===== src/rtl/addsub_acc_if.sv =====
// Handshake and data bundle for addsub_acc_pipe.
// The master drives operands and out_ready. The slave (the unit) drives in_ready and the results.
interface addsub_acc_if #(
    parameter int WIDTH = 8
);
    logic             in_valid;
    logic             in_ready;
    logic [1:0]       op;
    logic [WIDTH-1:0] a;
    logic [WIDTH-1:0] b;
    logic             out_valid;
    logic             out_ready;
    logic [WIDTH-1:0] result;
    logic             carry;
    logic             overflow;
    logic [WIDTH-1:0] acc_out;

    modport master (
        output in_valid, op, a, b, out_ready,
        input  in_ready, out_valid, result, carry, overflow, acc_out
    );

    modport slave (
        input  in_valid, op, a, b, out_ready,
        output in_ready, out_valid, result, carry, overflow, acc_out
    );
endinterface


===== src/rtl/addsub_acc_pipe.sv =====
// Two-stage add / reverse-subtract / accumulate unit with valid/ready flow control.
// Stage 1 captures the request. Stage 2 computes the result, registers it and updates the accumulator.
module addsub_acc_pipe #(
    parameter int WIDTH    = 8,
    parameter int SATURATE = 0,
    parameter int SIGNED   = 0
) (
    input  logic        clk,
    input  logic        rst,
    addsub_acc_if.slave bus
);
    localparam logic [1:0] OP_ADD  = 2'b00;
    localparam logic [1:0] OP_RSUB = 2'b01;
    localparam logic [1:0] OP_ACC  = 2'b10;
    localparam logic [1:0] OP_LOAD = 2'b11;

    localparam logic [WIDTH-1:0] ALL_ONES = {WIDTH{1'b1}};
    localparam logic [WIDTH-1:0] MAX_POS  = {1'b0, {(WIDTH-1){1'b1}}};
    localparam logic [WIDTH-1:0] MIN_NEG  = {1'b1, {(WIDTH-1){1'b0}}};

    logic             s1_valid;
    logic [1:0]       s1_op;
    logic [WIDTH-1:0] s1_a;
    logic [WIDTH-1:0] s1_b;

    logic             out_valid_q;
    logic [WIDTH-1:0] result_q;
    logic             carry_q;
    logic             overflow_q;
    logic [WIDTH-1:0] acc_q;

    logic             s2_adv;
    logic             in_ready_c;
    logic [WIDTH-1:0] op_x;
    logic [WIDTH-1:0] op_y;
    logic             cin;
    logic [WIDTH:0]   raw;
    logic             raw_c;
    logic             raw_v;
    logic [WIDTH-1:0] sat_res;

    assign s2_adv     = !out_valid_q || bus.out_ready;
    assign in_ready_c = !s1_valid || s2_adv;

    // LOAD is computed as a + 0. Its carry and overflow therefore fall out as 0 without any special case.
    always_comb begin
        op_x = s1_a;
        op_y = s1_b;
        cin  = 1'b0;
        case (s1_op)
            OP_ADD: begin
                op_x = s1_a;
                op_y = s1_b;
            end
            OP_RSUB: begin
                op_x = ~s1_a;
                op_y = s1_b;
                cin  = 1'b1;
            end
            OP_ACC: begin
                op_x = acc_q;
                op_y = s1_a;
            end
            default: begin
                op_x = s1_a;
                op_y = '0;
            end
        endcase

        raw     = {1'b0, op_x} + {1'b0, op_y} + {{WIDTH{1'b0}}, cin};
        raw_c   = raw[WIDTH];
        raw_v   = (op_x[WIDTH-1] == op_y[WIDTH-1]) && (raw[WIDTH-1] != op_x[WIDTH-1]);
        sat_res = raw[WIDTH-1:0];

        if (SATURATE != 0) begin
            if (SIGNED != 0) begin
                if (raw_v)
                    sat_res = op_x[WIDTH-1] ? MIN_NEG : MAX_POS;
            end else if (s1_op == OP_RSUB) begin
                if (!raw_c)
                    sat_res = '0;
            end else if (raw_c) begin
                sat_res = ALL_ONES;
            end
        end
    end

    always_ff @(posedge clk or posedge rst) begin
        if (rst) begin
            s1_valid    <= 1'b0;
            s1_op       <= OP_ADD;
            s1_a        <= '0;
            s1_b        <= '0;
            out_valid_q <= 1'b0;
            result_q    <= '0;
            carry_q     <= 1'b0;
            overflow_q  <= 1'b0;
            acc_q       <= '0;
        end else begin
            if (in_ready_c) begin
                s1_valid <= bus.in_valid;
                // Operands are sampled only with a real transfer, so idle-bus garbage never enters the pipe.
                if (bus.in_valid) begin
                    s1_op <= bus.op;
                    s1_a  <= bus.a;
                    s1_b  <= bus.b;
                end
            end
            if (s2_adv) begin
                out_valid_q <= s1_valid;
                if (s1_valid) begin
                    result_q   <= sat_res;
                    carry_q    <= raw_c;
                    overflow_q <= raw_v;
                    if (s1_op[1])
                        acc_q <= sat_res;
                end
            end
        end
    end

    assign bus.in_ready  = in_ready_c;
    assign bus.out_valid = out_valid_q;
    assign bus.result    = result_q;
    assign bus.carry     = carry_q;
    assign bus.overflow  = overflow_q;
    assign bus.acc_out   = acc_q;
endmodule


===== src/flat_wrapper.sv =====
// flat-port wrapper written by rule: the top's interface ports become plain ports
module addsub_acc_pipe_flat 
#(
    parameter int WIDTH    = 8,
    parameter int SATURATE = 0,
    parameter int SIGNED   = 0
)
  (clk, rst, bus_in_valid, bus_op, bus_a, bus_b, bus_out_ready, bus_in_ready, bus_out_valid, bus_result, bus_carry, bus_overflow, bus_acc_out);
  addsub_acc_if #(.WIDTH(WIDTH)) bus_i ();
  input  logic clk;
  input  logic rst;
  input wire logic [$bits(bus_i.in_valid)-1:0] bus_in_valid;
  input wire logic [$bits(bus_i.op)-1:0] bus_op;
  input wire logic [$bits(bus_i.a)-1:0] bus_a;
  input wire logic [$bits(bus_i.b)-1:0] bus_b;
  input wire logic [$bits(bus_i.out_ready)-1:0] bus_out_ready;
  output wire logic [$bits(bus_i.in_ready)-1:0] bus_in_ready;
  output wire logic [$bits(bus_i.out_valid)-1:0] bus_out_valid;
  output wire logic [$bits(bus_i.result)-1:0] bus_result;
  output wire logic [$bits(bus_i.carry)-1:0] bus_carry;
  output wire logic [$bits(bus_i.overflow)-1:0] bus_overflow;
  output wire logic [$bits(bus_i.acc_out)-1:0] bus_acc_out;
  assign bus_i.in_valid = bus_in_valid;
  assign bus_i.op = bus_op;
  assign bus_i.a = bus_a;
  assign bus_i.b = bus_b;
  assign bus_i.out_ready = bus_out_ready;
  assign bus_in_ready = bus_i.in_ready;
  assign bus_out_valid = bus_i.out_valid;
  assign bus_result = bus_i.result;
  assign bus_carry = bus_i.carry;
  assign bus_overflow = bus_i.overflow;
  assign bus_acc_out = bus_i.acc_out;
  addsub_acc_pipe #(.WIDTH(WIDTH), .SATURATE(SATURATE), .SIGNED(SIGNED)) u_core (.clk(clk), .rst(rst), .bus(bus_i));
endmodule

===== config.mk =====
export PLATFORM = sky130hd
export DESIGN_NAME = addsub_acc_pipe_flat
export DESIGN_NICKNAME = d
export VERILOG_FILES = /design/src/rtl/addsub_acc_if.sv /design/src/rtl/addsub_acc_pipe.sv /design/src/flat_wrapper.sv
export SDC_FILE = /design/constraint.sdc
export NUM_CORES = 1
export LEC_CHECK = 0
export CAP_MARGIN = 20
export CORE_ASPECT_RATIO = 1.2
export CORE_MARGIN = 2
export CORE_UTILIZATION = 40
export CTS_CLUSTER_SIZE = 14
export DETAILED_ROUTE_END_ITERATION = 12
export PLACE_DENSITY = 0.73
export SLEW_MARGIN = 0
export SYNTH_ARGS = -nofsm -noshare
export SYNTH_HDL_FRONTEND = slang
export SYNTH_SLANG_ARGS = --single-unit

===== constraint.sdc =====
create_clock -name clk -period 4.2 [get_ports clk]
set_input_delay 0.63 -clock clk [delete_from_list [all_inputs] [get_ports clk]]
set_output_delay 0.63 -clock clk [all_outputs]
set_load 0.02 [all_outputs]

==> results.toml, run 1 <==
# generated from flow reports
[worst_setup_path]
crit_end = "u_core.bus.result[6]"
cp_max_fo = 10
cpMaxStageDelayCell = "fa_1"
startpoint = "u_core.s1_op[1]"
cp_cell_sequence = "inv_1 > ha_1 > or2_2 > a22oi_1 > nor2_1 > fa_1 > inv_1 > fa_1 > nor2b_4 > o31a_1 > o21ai_0 > a21oi_1 > mux2_1"
crit_type = "register to register"
crit_family = "adder cells"
crit_path_start_kind = "register"
timing.rr.start = "u_core.s1_op[1]"
reg2reg_depth = 13
crit_required_ns = 4.37
max_stage_delay_ns = 0.44
r2r_end = "u_core.bus.result[6]"
critPathArrivalTime_ns = 3.47

[final_timing]
report.final.slew_viol_count = 0
hold_ws_ns = 0.485
max_freq_mhz = 303
setup_viol = 0
tns_ns = 0
hold_violations = 0
fin_skew_ns = 0.00394
post-route-period-util = 0.786
rsz0062_at_grt = "false"
tightest_slew_ns = 0.541
timing.final.ws_setup_ns = 0.901
relSlewSlack = 0.639

[clock_tree]
post-cts-setup-buffers = 0
cts_sinks = 38
postCtsHoldBufs = 0
cts-root-buf = "clkbuf_8"
clock_insertion_delay_worst_skew_ns = 0.28
cts.repair.resized = 0
cts_tree = "done"
htree_levels = 2
path_clk_slew_ns = 0.07
cts_buffers = 5
clockBufferDepth = 2

[pwr]
comb_cell_power_w = 0.000803
p_comb_frac = 0.496
clock_net_power_w = 0.000254
p_total_w = 0.00162
p_leak_nw = 1.14
clock_power_share = 0.157
vdd_ir_drop_max_mv = 0.305
p_int_w = 0.00101
power.share.switching = 0.377
pg_seq_w = 0.000564
p_switching_w = 0.000611
power_leader = "combinational logic"

[global_routing]
gr-usage-met2 = 0.298
use_met3 = 0.0364
grt_busiest_layer = "met2"
overflow = 0
grt_usage = 0.159
antenna_found_initial = 0
grt_max_degree = 39
grt_pass1_vias = 1568

[synth]
synth.mux.area_fraction = 0.153
synth-edff-count = 0
ys_types = 30
ys_cells = 194
ys_warn_count = 0
yosys.area.top_type_share = 0.461
yosys_area_sq_mm = 0.00206
synthFlopType = "dfrtp_1"
synth_adder_area_share = 0.0862
yosysSeqAreaShare = 0.461
synthCells = 194
yosys.cell_count.top_type = "dfrtp_1"
ys_async_sr_fraction = 1.00
fp_nets = 229
yosysTopAreaCell = "dfrtp_1"
logic_family = "multiplexers"
area_leaders = "dfrtp_1 46%, mux2_2 14%, ha_1 6.7%"
ys_ff = 38
synth-simple-area-share = 0.0819
ys_top_cells_by_count = "38 x dfrtp_1, 26 x mux2_2, 18 x nor2_1"

[layout]
final_cell_mix = "41 x clkdlybuf4s50_1, 38 x dfrtp_1, 26 x mux2_2"
seq_area_sq_um = 951
clkCellAreaFrac = 0.0351
nonClockBufferCount = 42
num_antenna_cells = 0
sh_seq_area = 0.366
utilization = 0.526
logic_area_sq_mm = 0.00101
fillers = 456
logic_gates = 132
nNetsFinal = 268
clock_buffers = 7
inv_count = 14
nonClkBufAreaFrac = 0.161
dominant_cells = "multi-input combinational cells"
drive_gt1_frac = 0.162
flops = 38
syn_to_final_growth_pct = 26.1

[floorplan]
fp-row-count = 28
dieArea_sq_mm = 0.00575
fp-utilization = 0.417
die.size.y_microns = 82.7
dieWidth_microns = 69.5
nWellTaps = 60
coreArea_sq_mm = 0.00494
io_pins = 42

[route]
via_per_inst = 5.21
wl_met3_microns = 181
drc = 0
wl_per_cell_microns = 14.3
drtIter0Drc = 64
routed.top_layer = "met4"
dr_wl_met2_microns = 2170
met1Wirelength_microns = 1800
first_pass_iters = 4
wl_microns = 4210
postRouteAntennaNets = 0

[min_path]
whs_path_depth = 2
hp-class = "register to register"
holdPathEnd = "u_core.bus.overflow"
min-delay-start = "u_core.bus.overflow"

[place]
dp_hpwl_microns = 3150
place_area_sq_mm = 0.00251
dp_cells = 286
pre_cts_ws_ns = 0.939

[job]
max_cap_viol_count = 0

[status]
status = "complete, no violations"
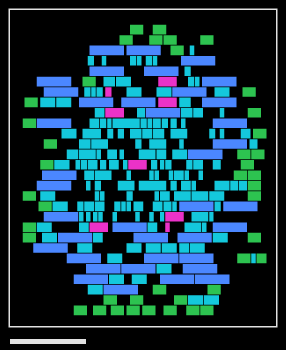
Fig. 1. Cell classes on the final placement (run 1).
The bar under the picture is 20 microns long.
Key: clock drivers and dummy loads = magenta [cells 8, share of their area 3.6%]; remaining buffers and delay cells = green [cells 42, share of their area 17%]; sequential cells = blue [cells 38, share of their area 38%]; combinational and other logic = cyan [cells 146, share of their area 42%]

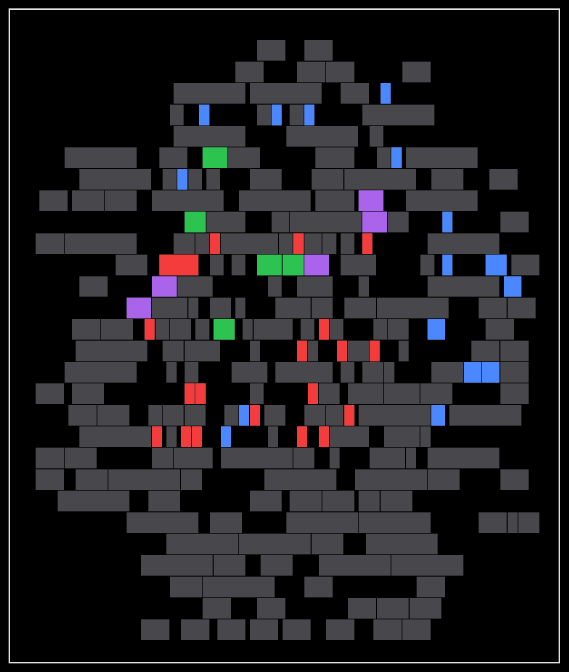
Fig. 2. Logic cells by family (run 1).
Key: nor cells = red [cells 19, most used nor2_1]; non-inverting ao/oa cells = green [cells 5, where middle]; xor and xnor cells = purple [cells 5, most used xor2_1]; nand cells = blue [cells 16, most used nand2_1]
Non-Filler Instances: 294
Comb/total area: 0.389
most common logic cell in the routed design: clkdlybuf4s50_1

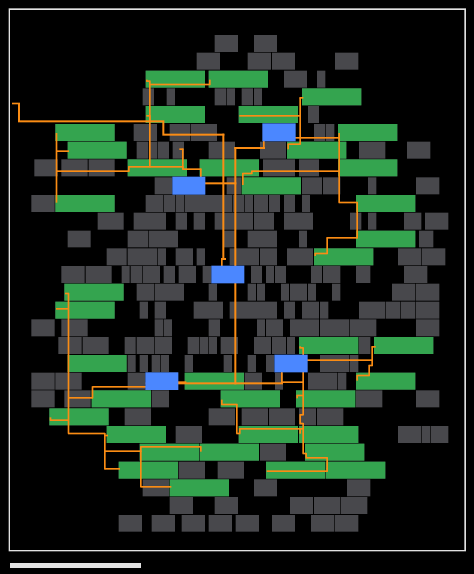
Fig. 3. Routed clock nets over the placement (run 1).
The bar under the picture is 20 microns long.
Key: flip-flops = green [count 38]; clock drivers = blue [count 5]; clock wires = orange [length 437 microns]
Position of the flops: all over the die. There are 6 routed clock nets.

==> run 2: changes to the inputs <==
==> constraint.sdc (replaced) <==
create_clock -name clk -period 3.1 [get_ports clk]
set_input_delay 0.465 -clock clk [delete_from_list [all_inputs] [get_ports clk]]
set_output_delay 0.465 -clock clk [all_outputs]
set_load 0.02 [all_outputs]
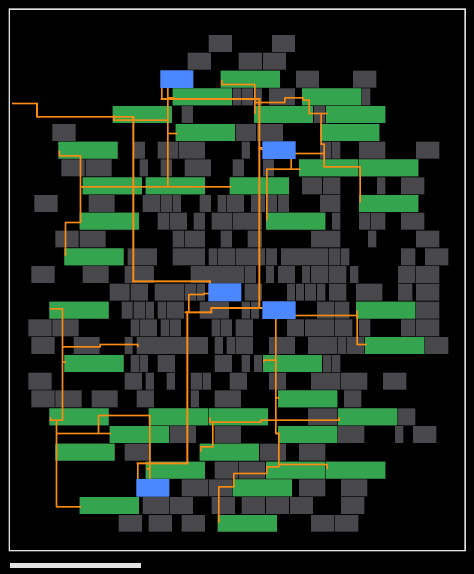
Fig. 4. Routed clock nets over the placement (run 2).
The bar under the picture is 20 microns long.
clock group share of total power: 0.181
Clock group: 0.000414 W
Clock Latency Late Sink: 0.30 ns
final setup skew: 0.00865 ns

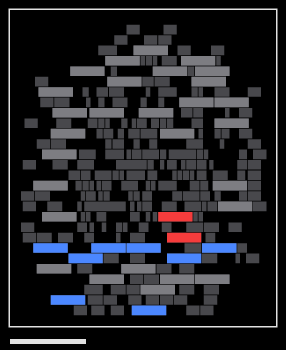
Fig. 5. Register map, names as in the netlist (run 2).
The bar under the picture is 20 microns long. Other sequential cells in the stronger grey, the rest of the logic in the fainter grey.
Key: `u_core.s1_b` = blue [placed flops 8]; `u_core.s1_op` = red [placed flops 2]

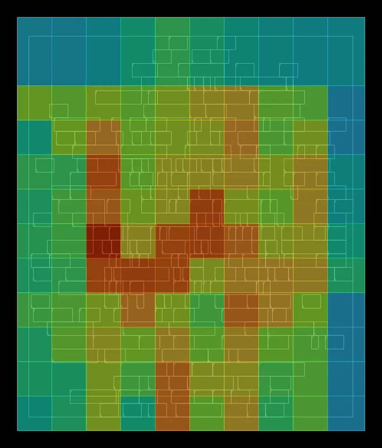
Fig. 6. Track usage over the die (run 2).
Post-Route Utilization: 0.538
met1 Track Usage GR: 0.182
global-route usage over all layers: 0.168

==> results.toml, run 2 <==
# generated from flow reports
[floorplan]
io_pins = 42
fp-row-count = 28
dieWidth_microns = 69.5
fp-utilization = 0.417
nWellTaps = 60
coreArea_sq_mm = 0.00494
die.size.y_microns = 82.7

[layout]
drive_gt1_frac = 0.188
num_antenna_cells = 0
inv_count = 14
syn_to_final_growth_pct = 28.9
seq_area_sq_um = 951
final_cell_mix = "41 x clkdlybuf4s50_1, 38 x dfrtp_1, 26 x mux2_2"
logic_area_sq_mm = 0.00101
clock_buffers = 5
nNetsFinal = 273
nonClockBufferCount = 47
sh_comb_area = 0.382
flops = 38
sh_seq_area = 0.358
fillers = 452
dominant_cells = "multi-input combinational cells"
lay_top_count = "clkdlybuf4s50_1"

[route]
wl_met3_microns = 158
wl_microns = 4340
dr_wl_met2_microns = 2330
first_pass_iters = 4
wl_per_cell_microns = 14.5
drc = 0
routed.top_layer = "met4"
drtIter0Drc = 133

[synth]
yosysSeqAreaShare = 0.461
synth-edff-count = 0
ys_cells = 194
yosysTopAreaCell = "dfrtp_1"
yosys.cell_count.top_type = "dfrtp_1"
yosys.area.top_type_share = 0.461
synth_adder_area_share = 0.0862
ys_types = 30
synth.mux.area_fraction = 0.153
synthFlopType = "dfrtp_1"
ys_warn_count = 0
logic_family = "multiplexers"
synth-simple-area-share = 0.0819
ys_top_cells_by_count = "38 x dfrtp_1, 26 x mux2_2, 18 x nor2_1"
synthCells = 194
area_leaders = "dfrtp_1 46%, mux2_2 14%, ha_1 6.7%"
yosys_area_sq_mm = 0.00206
ys_async_sr_fraction = 1.00
fp_nets = 229

[place]
dp_cells = 290
dp_hpwl_microns = 3200
pre_cts_ws_ns = 0.133
place_area_sq_mm = 0.00254

[global_routing]
grt_pass1_vias = 1614
gr-usage-met2 = 0.316
grt_max_degree = 39
grt_busiest_layer = "met2"
overflow = 0
antenna_found_initial = 0

[worst_setup_path]
max_stage_delay_ns = 0.45
crit_path_start_kind = "register"
crit_end = "u_core.bus.result[6]"
cpMaxStageDelayCell = "fa_1"
startpoint = "u_core.s1_op[1]"
cp_num_cells = 13
reg2reg_depth = 13
crit_type = "register to register"
crit_family = "adder cells"
critPathArrivalTime_ns = 3.15
timing.rr.start = "u_core.s1_op[1]"
cp_cell_sequence = "inv_1 > ha_1 > or2_2 > a22oi_1 > nor2_1 > fa_1 > inv_1 > fa_2 > nor2b_4 > o31a_1 > o21ai_0 > a21oi_1 > mux2_1"
r2r_end = "u_core.bus.result[6]"
crit_required_ns = 3.28
crit_top_cell = "inv_1"
cp_max_fo = 4

[clock_tree]
post-cts-setup-buffers = 0
clockBufferDepth = 2
path_clk_slew_ns = 0.08
cts_sinks = 38
postCtsHoldBufs = 0
cts.repair.resized = 0
cts_buffers = 5

[final_timing]
tns_ns = 0
tightest_slew_ns = 0.483
relSlewSlack = 0.677
rsz0062_at_grt = "false"
hold_ws_ns = 0.490
setup_viol = 0
timing.final.ws_setup_ns = 0.128
post-route-period-util = 0.959
max_freq_mhz = 336
hold_violations = 0
report.final.slew_viol_count = 0

[pwr]
power_leader = "combinational logic"
p_total_w = 0.00229
comb_cell_power_w = 0.00111
pg_seq_w = 0.000766
p_switching_w = 0.000851
p_comb_frac = 0.485
p_leak_nw = 1.17
power.share.switching = 0.371
vdd_ir_drop_max_mv = 0.403
p_seq_frac = 0.334
p_int_w = 0.00144

[min_path]
hp-class = "register to register"
holdPathEnd = "u_core.bus.result[1]"
min-delay-start = "u_core.bus.result[1]"

[job]
max_cap_viol_count = 0

[status]
status = "complete, no violations"
Power and IR drop assume default switching activity.
